### Drive-strength map, run 1

Scale: 4 px per um.
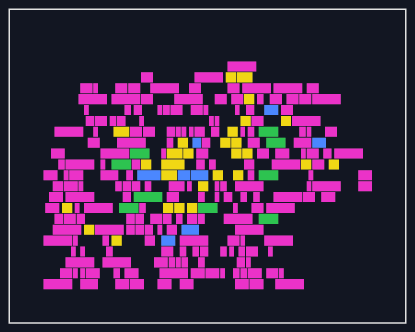
### Wiring heat map, run 1

Scale: 4 px per um. 20 x 16 tiles, from black (low) to pale yellow (high), scaled to the fullest tile. Values are wire area over tile area, all layers added.
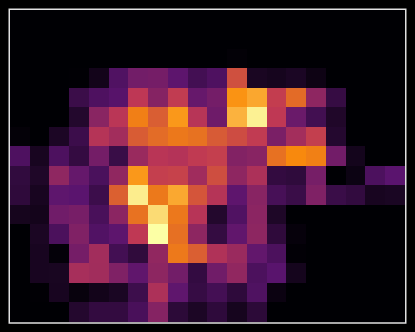
### Where the registers sit, run 1

Scale: 4 px per um. Other sequential cells in the stronger grey, the rest of the logic in the fainter grey.
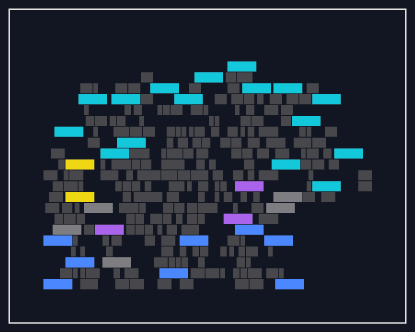
===== src/rtl/pll_lock_supervisor.sv =====
// pll_lock_supervisor: power-up sequencer for the main PLL. The block runs on the free-running
// reference clock CLKI. It pulses PLL_RST and waits for a synchronised LOCK to stay high for a
// qualified time before it releases SYS_RSTN. It handles lock loss, retries a lock timeout a bounded
// number of times, and parks the PLL in a sticky FAULT state when every retry has failed.
module pll_lock_supervisor #(
    parameter  int unsigned RST_PULSE_CYCLES    = 16,
    parameter  int unsigned LOCK_TIMEOUT_CYCLES = 50000,
    parameter  int unsigned LOCK_STABLE_CYCLES  = 1024,
    parameter  int unsigned MAX_RETRIES         = 3,
    parameter  int unsigned LOSS_CNT_W          = 8,
    localparam int unsigned RETRY_W = (MAX_RETRIES > 0) ? $clog2(MAX_RETRIES + 1) : 1
) (
    input  logic                  CLKI,
    input  logic                  RSTN,
    input  logic                  LOCK,
    input  logic                  FORCE_RELOCK,
    input  logic                  CLEAR_FAULT,
    output logic                  PLL_RST,
    output logic                  SYS_RSTN,
    output logic                  READY,
    output logic                  FAULT,
    output logic [RETRY_W-1:0]    RETRY_COUNT,
    output logic [LOSS_CNT_W-1:0] LOSS_COUNT
);

    // One counter serves every timed state, so it is sized for the longest interval.
    localparam int unsigned MAX_A      = (RST_PULSE_CYCLES > LOCK_TIMEOUT_CYCLES) ?
                                         RST_PULSE_CYCLES : LOCK_TIMEOUT_CYCLES;
    localparam int unsigned MAX_CYCLES = (MAX_A > LOCK_STABLE_CYCLES) ? MAX_A : LOCK_STABLE_CYCLES;
    localparam int unsigned CNT_W      = (MAX_CYCLES > 1) ? $clog2(MAX_CYCLES) : 1;

    localparam logic [CNT_W-1:0]   RST_LAST    = CNT_W'(RST_PULSE_CYCLES - 1);
    localparam logic [CNT_W-1:0]   TIMEOUT_LAST = CNT_W'(LOCK_TIMEOUT_CYCLES - 1);
    localparam logic [CNT_W-1:0]   STABLE_LAST = CNT_W'(LOCK_STABLE_CYCLES - 1);
    localparam logic [RETRY_W-1:0] RETRY_MAX   = RETRY_W'(MAX_RETRIES);

    typedef enum logic [2:0] {
        S_RESET_PLL = 3'd0,
        S_WAIT_LOCK = 3'd1,
        S_STABLE    = 3'd2,
        S_RUN       = 3'd3,
        S_FAULT     = 3'd4
    } state_e;

    state_e                state_q,    state_d;
    logic [CNT_W-1:0]      cnt_q,      cnt_d;
    logic [RETRY_W-1:0]    retry_q,    retry_d;
    logic [LOSS_CNT_W-1:0] loss_q,     loss_d;
    logic                  lock_meta_q, lock_meta_d;
    logic                  lock_s_q,   lock_s_d;
    logic                  pll_rst_q,  pll_rst_d;
    logic                  sys_rstn_q, sys_rstn_d;
    logic                  ready_q,    ready_d;
    logic                  fault_q,    fault_d;

    // Next-state, counter and registered-output logic. The FSM sees only the synchronised lock_s_q.
    always_comb begin
        // NOTE: every signal gets a default value before the case. An assignment that is missing on
        // some path would otherwise infer a latch.
        state_d     = state_q;
        cnt_d       = cnt_q;
        retry_d     = retry_q;
        loss_d      = loss_q;
        lock_meta_d = LOCK;
        lock_s_d    = lock_meta_q;

        case (state_q)
            S_RESET_PLL: begin
                cnt_d = cnt_q + 1'b1;
                if (cnt_q == RST_LAST) begin
                    state_d = S_WAIT_LOCK;
                end
            end
            S_WAIT_LOCK: begin
                cnt_d = cnt_q + 1'b1;
                // Lock wins over a timeout that falls in the same cycle.
                if (lock_s_q) begin
                    state_d = S_STABLE;
                end else if (cnt_q == TIMEOUT_LAST) begin
                    if (retry_q == RETRY_MAX) begin
                        state_d = S_FAULT;
                    end else begin
                        retry_d = retry_q + 1'b1;
                        state_d = S_RESET_PLL;
                    end
                end
            end
            S_STABLE: begin
                cnt_d = cnt_q + 1'b1;
                if (!lock_s_q) begin
                    state_d = S_WAIT_LOCK;
                end else if (cnt_q == STABLE_LAST) begin
                    state_d = S_RUN;
                    retry_d = '0;
                end
            end
            S_RUN: begin
                // A lock loss takes precedence over a relock request in the same cycle.
                if (!lock_s_q) begin
                    state_d = S_RESET_PLL;
                    if (loss_q != '1) begin
                        loss_d = loss_q + 1'b1;
                    end
                end else if (FORCE_RELOCK) begin
                    state_d = S_RESET_PLL;
                end
            end
            S_FAULT: begin
                if (CLEAR_FAULT) begin
                    state_d = S_RESET_PLL;
                    retry_d = '0;
                end
            end
            default: begin
                state_d = S_RESET_PLL;
            end
        endcase

        // Every transition restarts the shared interval counter.
        if (state_d != state_q) begin
            cnt_d = '0;
        end

        // The outputs are decoded from the next state. They then change on the same edge as the
        // state itself, and no combinational path reaches a pin.
        pll_rst_d  = (state_d == S_RESET_PLL) || (state_d == S_FAULT);
        sys_rstn_d = (state_d == S_RUN);
        ready_d    = (state_d == S_RUN);
        fault_d    = (state_d == S_FAULT);
    end

    // State, counters, lock synchroniser and output registers, with a synchronous reset.
    always_ff @(posedge CLKI) begin
        // NOTE: sequential state uses non-blocking assignments only. All flops then update together
        // and simulation matches the synthesised hardware.
        if (!RSTN) begin
            state_q     <= S_RESET_PLL;
            cnt_q       <= '0;
            retry_q     <= '0;
            loss_q      <= '0;
            lock_meta_q <= 1'b0;
            lock_s_q    <= 1'b0;
            pll_rst_q   <= 1'b1;
            sys_rstn_q  <= 1'b0;
            ready_q     <= 1'b0;
            fault_q     <= 1'b0;
        end else begin
            state_q     <= state_d;
            cnt_q       <= cnt_d;
            retry_q     <= retry_d;
            loss_q      <= loss_d;
            lock_meta_q <= lock_meta_d;
            lock_s_q    <= lock_s_d;
            pll_rst_q   <= pll_rst_d;
            sys_rstn_q  <= sys_rstn_d;
            ready_q     <= ready_d;
            fault_q     <= fault_d;
        end
    end

    assign PLL_RST     = pll_rst_q;
    assign SYS_RSTN    = sys_rstn_q;
    assign READY       = ready_q;
    assign FAULT       = fault_q;
    assign RETRY_COUNT = retry_q;
    assign LOSS_COUNT  = loss_q;

endmodule

===== config.mk =====
export PLATFORM = sky130hd
export DESIGN_NAME = pll_lock_supervisor
export DESIGN_NICKNAME = d
export VERILOG_FILES = /design/src/rtl/pll_lock_supervisor.sv
export SDC_FILE = /design/constraint.sdc
export NUM_CORES = 1
export LEC_CHECK = 0
export CAP_MARGIN = 20
export CORE_ASPECT_RATIO = 0.75
export CORE_MARGIN = 8
export CORE_UTILIZATION = 35
export CTS_CLUSTER_SIZE = 30
export DETAILED_ROUTE_END_ITERATION = 8
export SYNTH_ARGS = -nofsm -noshare
export SYNTH_HDL_FRONTEND = slang
export SYNTH_SLANG_ARGS = --single-unit

===== constraint.sdc =====
create_clock -name CLKI -period 2 [get_ports CLKI]
set_input_delay 0.4 -clock CLKI [delete_from_list [all_inputs] [get_ports CLKI]]
set_output_delay 0.4 -clock CLKI [all_outputs]
set_load 0.02 [all_outputs]

==> results.ini, run 1 <==
[run_status]
status=finished clean

[sta]
hold_viol=0
drv_slew=0
period_used_pct=93.2
max_freq_mhz=536

[logic_synthesis]
syn-instance-count=203
yosysWarnings=0
yosys_area_sq_um=1800
topCombFamilyByArea=simple AND/OR/NAND/NOR gates
edf_count=0

[pwr]
clk-power_w=0.000590
power_switching_w=0.000274
intPower_w=0.00106

[worst_setup_path]
rrSetupSlack_ns=0.14
reg2regPathDepth=6
r2r_end=cnt_q[8]
worst_ep_arrival_time_ns=2.02

[floorplanning]
fp_util_pct=36.5
io_pins=19

[clock_network]
clock_sinks=34
clk_latency_ns=0.28

[place]
dp_hpwl_mm=3.14

About 'Drive-strength map':
Magenta shows x1 and smaller, cells 198, share 81%, most used dfxtp_1. Blue shows x2, cells 8, share 3.3%. Green shows x6 and larger, cells 9, share 3.7%, most used clkbuf_8. Yellow shows x3 and x4, cells 28, share 12%, most used buf_4.
final instance area: 2300 sq um
final setup margin: 0.136 ns

About 'Wiring heat map':
The densest ninth of the die: middle. The emptiest ninth of the die: bottom right. 13% of the tiles are over half the peak. The fullest tile reaches 0.43. The mean over all tiles is 0.084. 42% of the tiles are nearly empty.
total number of vias: 1576
final WL: 4.20 mm

About 'Where the registers sit':
Yellow shows RETRY_COUNT, placed flops 2. Cyan shows cnt_q, placed flops 16. Blue shows LOSS_COUNT, placed flops 8. Purple shows state_q, placed flops 3.
storage element area: 681 sq um
Seq group: 0.000690 W
final core occ: 46.7%
Seq area share: 29.6%

-- run 1: area by class of cell --
type | instances | area [sq um] | area share [%]
tap | 60 | 75.1 | 3.26
sequential | 34 | 681 | 29.6
clock buffer | 8 | 110 | 4.79
inverter | 6 | 22.5 | 0.979
timing repair buffer | 42 | 373 | 16.2
multi-input combinational | 153 | 1040 | 45.2
-- run 1: routing by layer --
layer / share of wire (%) / vias up / global-route usage, %
li1: - / 818 / -
met1: 56 / 726 / 17.2
met2: 40 / 28 / 15.0
met4: 0.93 / 0 / 3.66
met5: 0 / - / 0
met3: 3.5 / 4 / 2.64
-- run 1: cells in the mapped netlist (3+ instances only) --
| cell | instances | share of area [%] |
|---|---|---|
| and2_1 | 3 | 1.0 |
| mux2i_1 | 4 | 2.2 |
| nand3_1 | 13 | 3.6 |
| nor2_1 | 20 | 4.2 |
| o21ai_0 | 4 | 1.1 |
| ha_1 | 3 | 2.1 |
| clkbuf_1 | 3 | 0.63 |
| a311oi_1 | 12 | 5.8 |
| xor2_1 | 12 | 5.8 |
| nor3_1 | 8 | 2.2 |
| nor4_1 | 4 | 1.4 |
| buf_2 | 3 | 0.84 |
| xnor2_1 | 10 | 4.9 |
| nand4_1 | 7 | 2.4 |
| inv_1 | 6 | 1.3 |
| nand3b_1 | 3 | 1.3 |
| dfxtp_1 | 34 | 38 |
| nand2_1 | 13 | 2.7 |
| nor2b_1 | 4 | 1.4 |
| a21oi_1 | 8 | 2.2 |
-- run 1: kinds of logic (layout without fill, tap and decap cells) --
group | count (synthesis) | count (layout)
AND-OR/OR-AND | 34 | 34
XOR/XNOR | 22 | 22
multiplexers | 4 | 4
AND/OR/NAND/NOR | 90 | 90
adder cells (fa/ha/maj) | 3 | 3
buffers and inverters | 16 | 56
flip-flops | 34 | 34
### Signal wires on met3, run 1

Scale: 4 px per um.
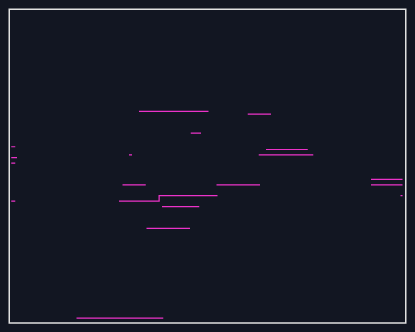

==> run 2, diff against run 1 <==
- CORE_MARGIN: 8 -> unset
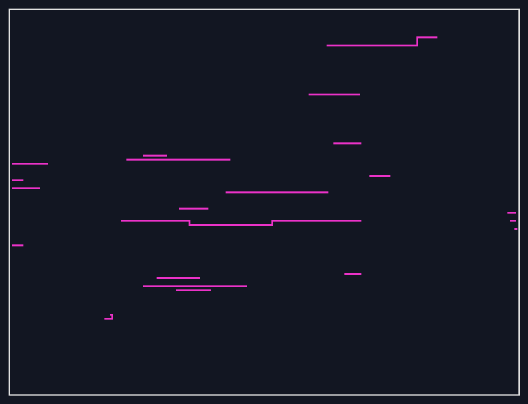
*Signal wires on met3, run 2*
Scale: 6 px per um.
18 nets have wire on it. The wires run mostly horizontal. The layer carries 168 um of wire.
final WL: 4.11 mm
total number of vias: 1599

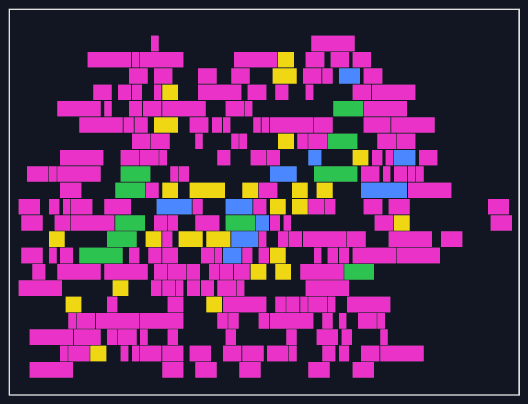
*Drive-strength map, run 2*
Scale: 6 px per um.
Green shows x6 and larger, cells 10, share 4.1%, most used clkbuf_8. Magenta shows x1 and smaller, cells 196, share 81%, most used dfxtp_1. Yellow shows x3 and x4, cells 25, share 10%, most used buf_4. Blue shows x2, cells 10, share 4.1%.
Plain + repair buffers: 40
P&R area growth vs syn: 28.2%
final instance area: 2300 sq um
final setup margin: 0.129 ns

==> results.ini, run 2 <==
[worst_setup_path]
rrSetupSlack_ns=0.13  ; about the same
worst_ep_arrival_time_ns=2.04  ; +0.02 ns
reg2regPathDepth=6  ; unchanged
crit_required_ns=2.17
r2r_end=RETRY_COUNT[0]

[drt]
post_drt_wl_per_cell_um=13.6
wl_met3_um=168  ; +13%
drt-met1-wl_mm=2.25  ; -4.0%
top_layer_used=met4
dr_wl_met2_mm=1.64  ; -1.6%
drc_errors=2

[logic_synthesis]
yosysTopAreaCell=dfxtp_1
top_cell=dfxtp_1
topCombFamilyByArea=simple AND/OR/NAND/NOR gates
yosys_area_sq_um=1800  ; unchanged
edf_count=0  ; unchanged
yosysWarnings=0  ; unchanged
common_cells=dfxtp_1, nor2_1, nand2_1, nand3_1
synthFlopType=dfxtp_1
ys_seq_elements=34
syn-instance-count=203  ; unchanged
area_leaders=dfxtp_1, a311oi_1, xor2_1
top_cell_area_share_pct=37.9  ; unchanged

[pwr]
finalPower_w=0.00133
power_switching_w=0.000273  ; -0.29%
p_comb_share_pct=4.0
intPower_w=0.00106  ; -0.11%

[hold_path]
holdCritStartpoint=lock_meta_q

[floorplanning]
fp_util_pct=36.5  ; unchanged
io_pins=19  ; unchanged

[run_status]
failed_checks=design-rule violations
status=finished with violations

[place]
dp.cells=293
dp_hpwl_mm=3.01  ; -4.3%

[cells_and_area]
seqCellArea_sq_um=682  ; +0.18%
largest_register_ffs=16
final_core_util_pct=46.7  ; +0.051 points

[sta]
max_freq_mhz=535  ; -0.35%
drv_slew=0  ; unchanged
period_used_pct=93.5  ; +0.32 points

[clock_network]
clk_latency_ns=0.28  ; about the same
cts_setup_buffers=0
clock_sinks=34  ; unchanged

[global_routing]
overflow=0

==> run 2: cell counts after synthesis <==
No cell type changed its count.
==> run 2: how the worst max path moves through the flow <==
| stage | start | end | slack [ns] |
|---|---|---|---|
| after floorplan | cnt_q[10] | cnt_q[10] | 0.20 |
| final | cnt_q[0] | RETRY_COUNT[0] | 0.13 |
| after CTS | cnt_q[0] | RETRY_COUNT[0] | 0.03 |
| after global placement | CLEAR_FAULT | cnt_q[15] | 0.08 |
| after detailed placement | cnt_q[0] | RETRY_COUNT[0] | 0.04 |
| after global routing | cnt_q[1] | cnt_q[14] | 0.04 |
==> run 2: metrics by stage <==
stage | setup WS [ns] | instance area [sq um]
3_3_place_gp | 0.0836 | 2180
4_1_cts | 0.0291 | 2290
3_5_place_dp | 0.0366 | 2180
6_report | 0.129 | 2300
2_1_floorplan | 0.202 | 1800
5_1_grt | 0.0390 | 2300
==> run 2: cell families after synthesis <==
kind of cell,Yosys count
AOI/OAI and AO/OA,34
xor gates and xnor gates,22
adders and majority gates,3
buffers and inverters,16
DFF,34
muxes,4
and+or+nand+nor,90
==> run 2: area by class of cell <==
cell class | instances | area share (%)
sequential | 34 | 29.6
clock buffer | 8 | 4.78
timing repair buffer | 40 | 16.1
tap | 60 | 3.26
multi-input combinational | 153 | 45.3
inverter | 6 | 0.978
==> run 2: per-layer routing <==
layer,vias up,global-route usage (%)
li1,808,-
met3,5,4.78
met4,0,6.57
met2,33,22.9
met5,-,0
met1,753,23.9
==> run 2: power by group through the flow <==
stage,clock (W),combinational (W),sequential [W]
2_1_floorplan,0,0.0000257,0.000705
4_1_cts,0.000603,0.0000537,0.000691
5_1_grt,0.000641,0.0000589,0.000692
3_5_place_dp,0,0.0000533,0.000706
3_3_place_gp,0,0.0000525,0.000706
6_report,0.000589,0.0000540,0.000692
==> run 3, diff against run 2 <==
==> constraint.sdc (replaced) <==
create_clock -name CLKI -period 2 [get_ports CLKI]
set_input_delay 0.4 -clock CLKI [delete_from_list [all_inputs] [get_ports CLKI]]
set_output_delay 0.4 -clock CLKI [all_outputs]
set_load 0.005 [all_outputs]
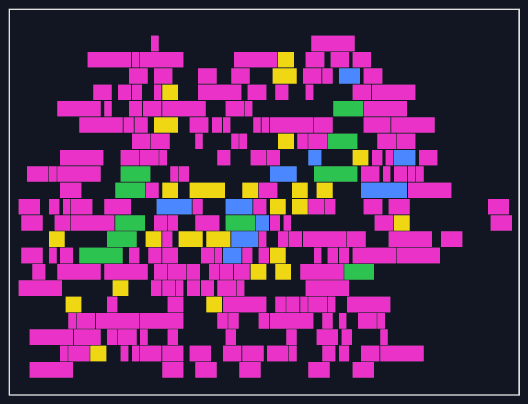
*Drive-strength map, run 3*
Scale: 6 px per um.
Yellow shows x3 and x4, cells 25, share 10%, most used buf_4. Green shows x6 and larger, cells 10, share 4.1%, most used clkbuf_8. Blue shows x2, cells 10, share 4.1%. Magenta shows x1 and smaller, cells 196, share 81%, most used dfxtp_1.

==> results.ini, run 3 <==
[sta]
period_used_pct=93.5  ; unchanged
drv_slew=0  ; unchanged
max_freq_mhz=535  ; unchanged

[drt]
wl_met3_um=168  ; unchanged
drc_errors=2  ; unchanged
dr_wl_met2_mm=1.64  ; unchanged
drt-met1-wl_mm=2.25  ; unchanged
vias=1599  ; unchanged
drt-total-wl_mm=4.11  ; unchanged
top_layer_used=met4

[logic_synthesis]
top_cell=dfxtp_1
ys_seq_elements=34  ; unchanged
yosysTopAreaCell=dfxtp_1
yosys_area_sq_um=1800  ; unchanged
syn-instance-count=203  ; unchanged
area_leaders=dfxtp_1, a311oi_1, xor2_1
edf_count=0  ; unchanged
yosysWarnings=0  ; unchanged
synthFlopType=dfxtp_1

[worst_setup_path]
crit_required_ns=2.17  ; about the same
endpoint=RETRY_COUNT[0]
r2r_end=RETRY_COUNT[0]
reg2regPathDepth=6  ; unchanged
rrSetupSlack_ns=0.13  ; about the same

[global_routing]
met2_usage_pct=22.9  ; unchanged
busiest_layer=met1
met1_usage_pct=23.9  ; unchanged
grt.met3_usage_pct=4.78  ; unchanged

[run_status]
failed_checks=design-rule violations
status=finished with violations

[cells_and_area]
largest_register_ffs=16  ; unchanged
area_delta_synth_final_pct=28.2  ; unchanged
stdcell_area_sq_um=2300  ; unchanged

[clock_network]
clk_latency_ns=0.28  ; about the same
clock_sinks=34  ; unchanged
cts_setup_buffers=0  ; unchanged

[place]
dp_hpwl_mm=3.01  ; unchanged

[floorplanning]
fp_util_pct=36.5  ; unchanged

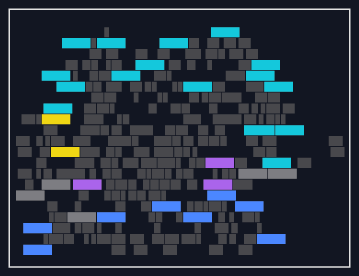
*Where the registers sit, run 3*
Scale: 4 px per um. Other sequential cells in the stronger grey, the rest of the logic in the fainter grey.
Yellow shows RETRY_COUNT, placed flops 2. Cyan shows cnt_q, placed flops 16. Blue shows LOSS_COUNT, placed flops 8. Purple shows state_q, placed flops 3.
Another 5 sequential cells are not coloured.
Seq group: 0.000692 W
storage element area: 682 sq um

## run 3: report_power, final
part	switching (W)	internal [W]	leakage, nW
Sequential	0.00000706	0.000685	0.275
Combinational	0.0000250	0.0000290	0.505
Clock	0.000241	0.000347	0.0575
## run 3: cell families after synthesis
family / count (synthesis) / synth area share (%)
and+or+nand+nor: 90 / 27.4
AOI/OAI and AO/OA: 34 / 14.8
DFF: 34 / 37.9
xor gates and xnor gates: 22 / 10.7
buffers and inverters: 16 / 4.80
muxes: 4 / 2.23
adders and majority gates: 3 / 2.09
## run 3: cell type report
cell class / count / area (sq um) / area share [%]
inverter: 6 / 22.5 / 0.978
multi-input combinational: 153 / 1040 / 45.3
sequential: 34 / 682 / 29.6
tap: 60 / 75.1 / 3.26
clock buffer: 8 / 110 / 4.78
timing repair buffer: 40 / 370 / 16.1
## run 3: how the worst min path moves through the flow
stage                           start       end  slack, ns  depth (start not counted)
after floorplan           lock_meta_q  lock_s_q       0.41                          1
after global placement    lock_meta_q  lock_s_q       0.42                          1
after detailed placement  lock_meta_q  lock_s_q       0.43                          1
after global routing      lock_meta_q  lock_s_q       0.46                          1
after CTS                 lock_meta_q  lock_s_q       0.44                          1
final                     lock_meta_q  lock_s_q       0.44                          1
## run 3: metrics by stage
stage / power [W] / setup WS [ns] / utilization (%) / hold slack, ns
3_3_place_gp: 0.000758 / 0.0836 / 44.2 / 0.415
6_report: 0.00133 / 0.129 / 46.7 / 0.443
5_1_grt: 0.00139 / 0.0390 / 46.7 / 0.463
3_5_place_dp: 0.000760 / 0.0366 / 44.2 / 0.428
2_1_floorplan: 0.000731 / 0.202 / - / 0.412
4_1_cts: 0.00135 / 0.0291 / 46.4 / 0.444
No activity file was given, so power comes from the tool's default toggle rates.
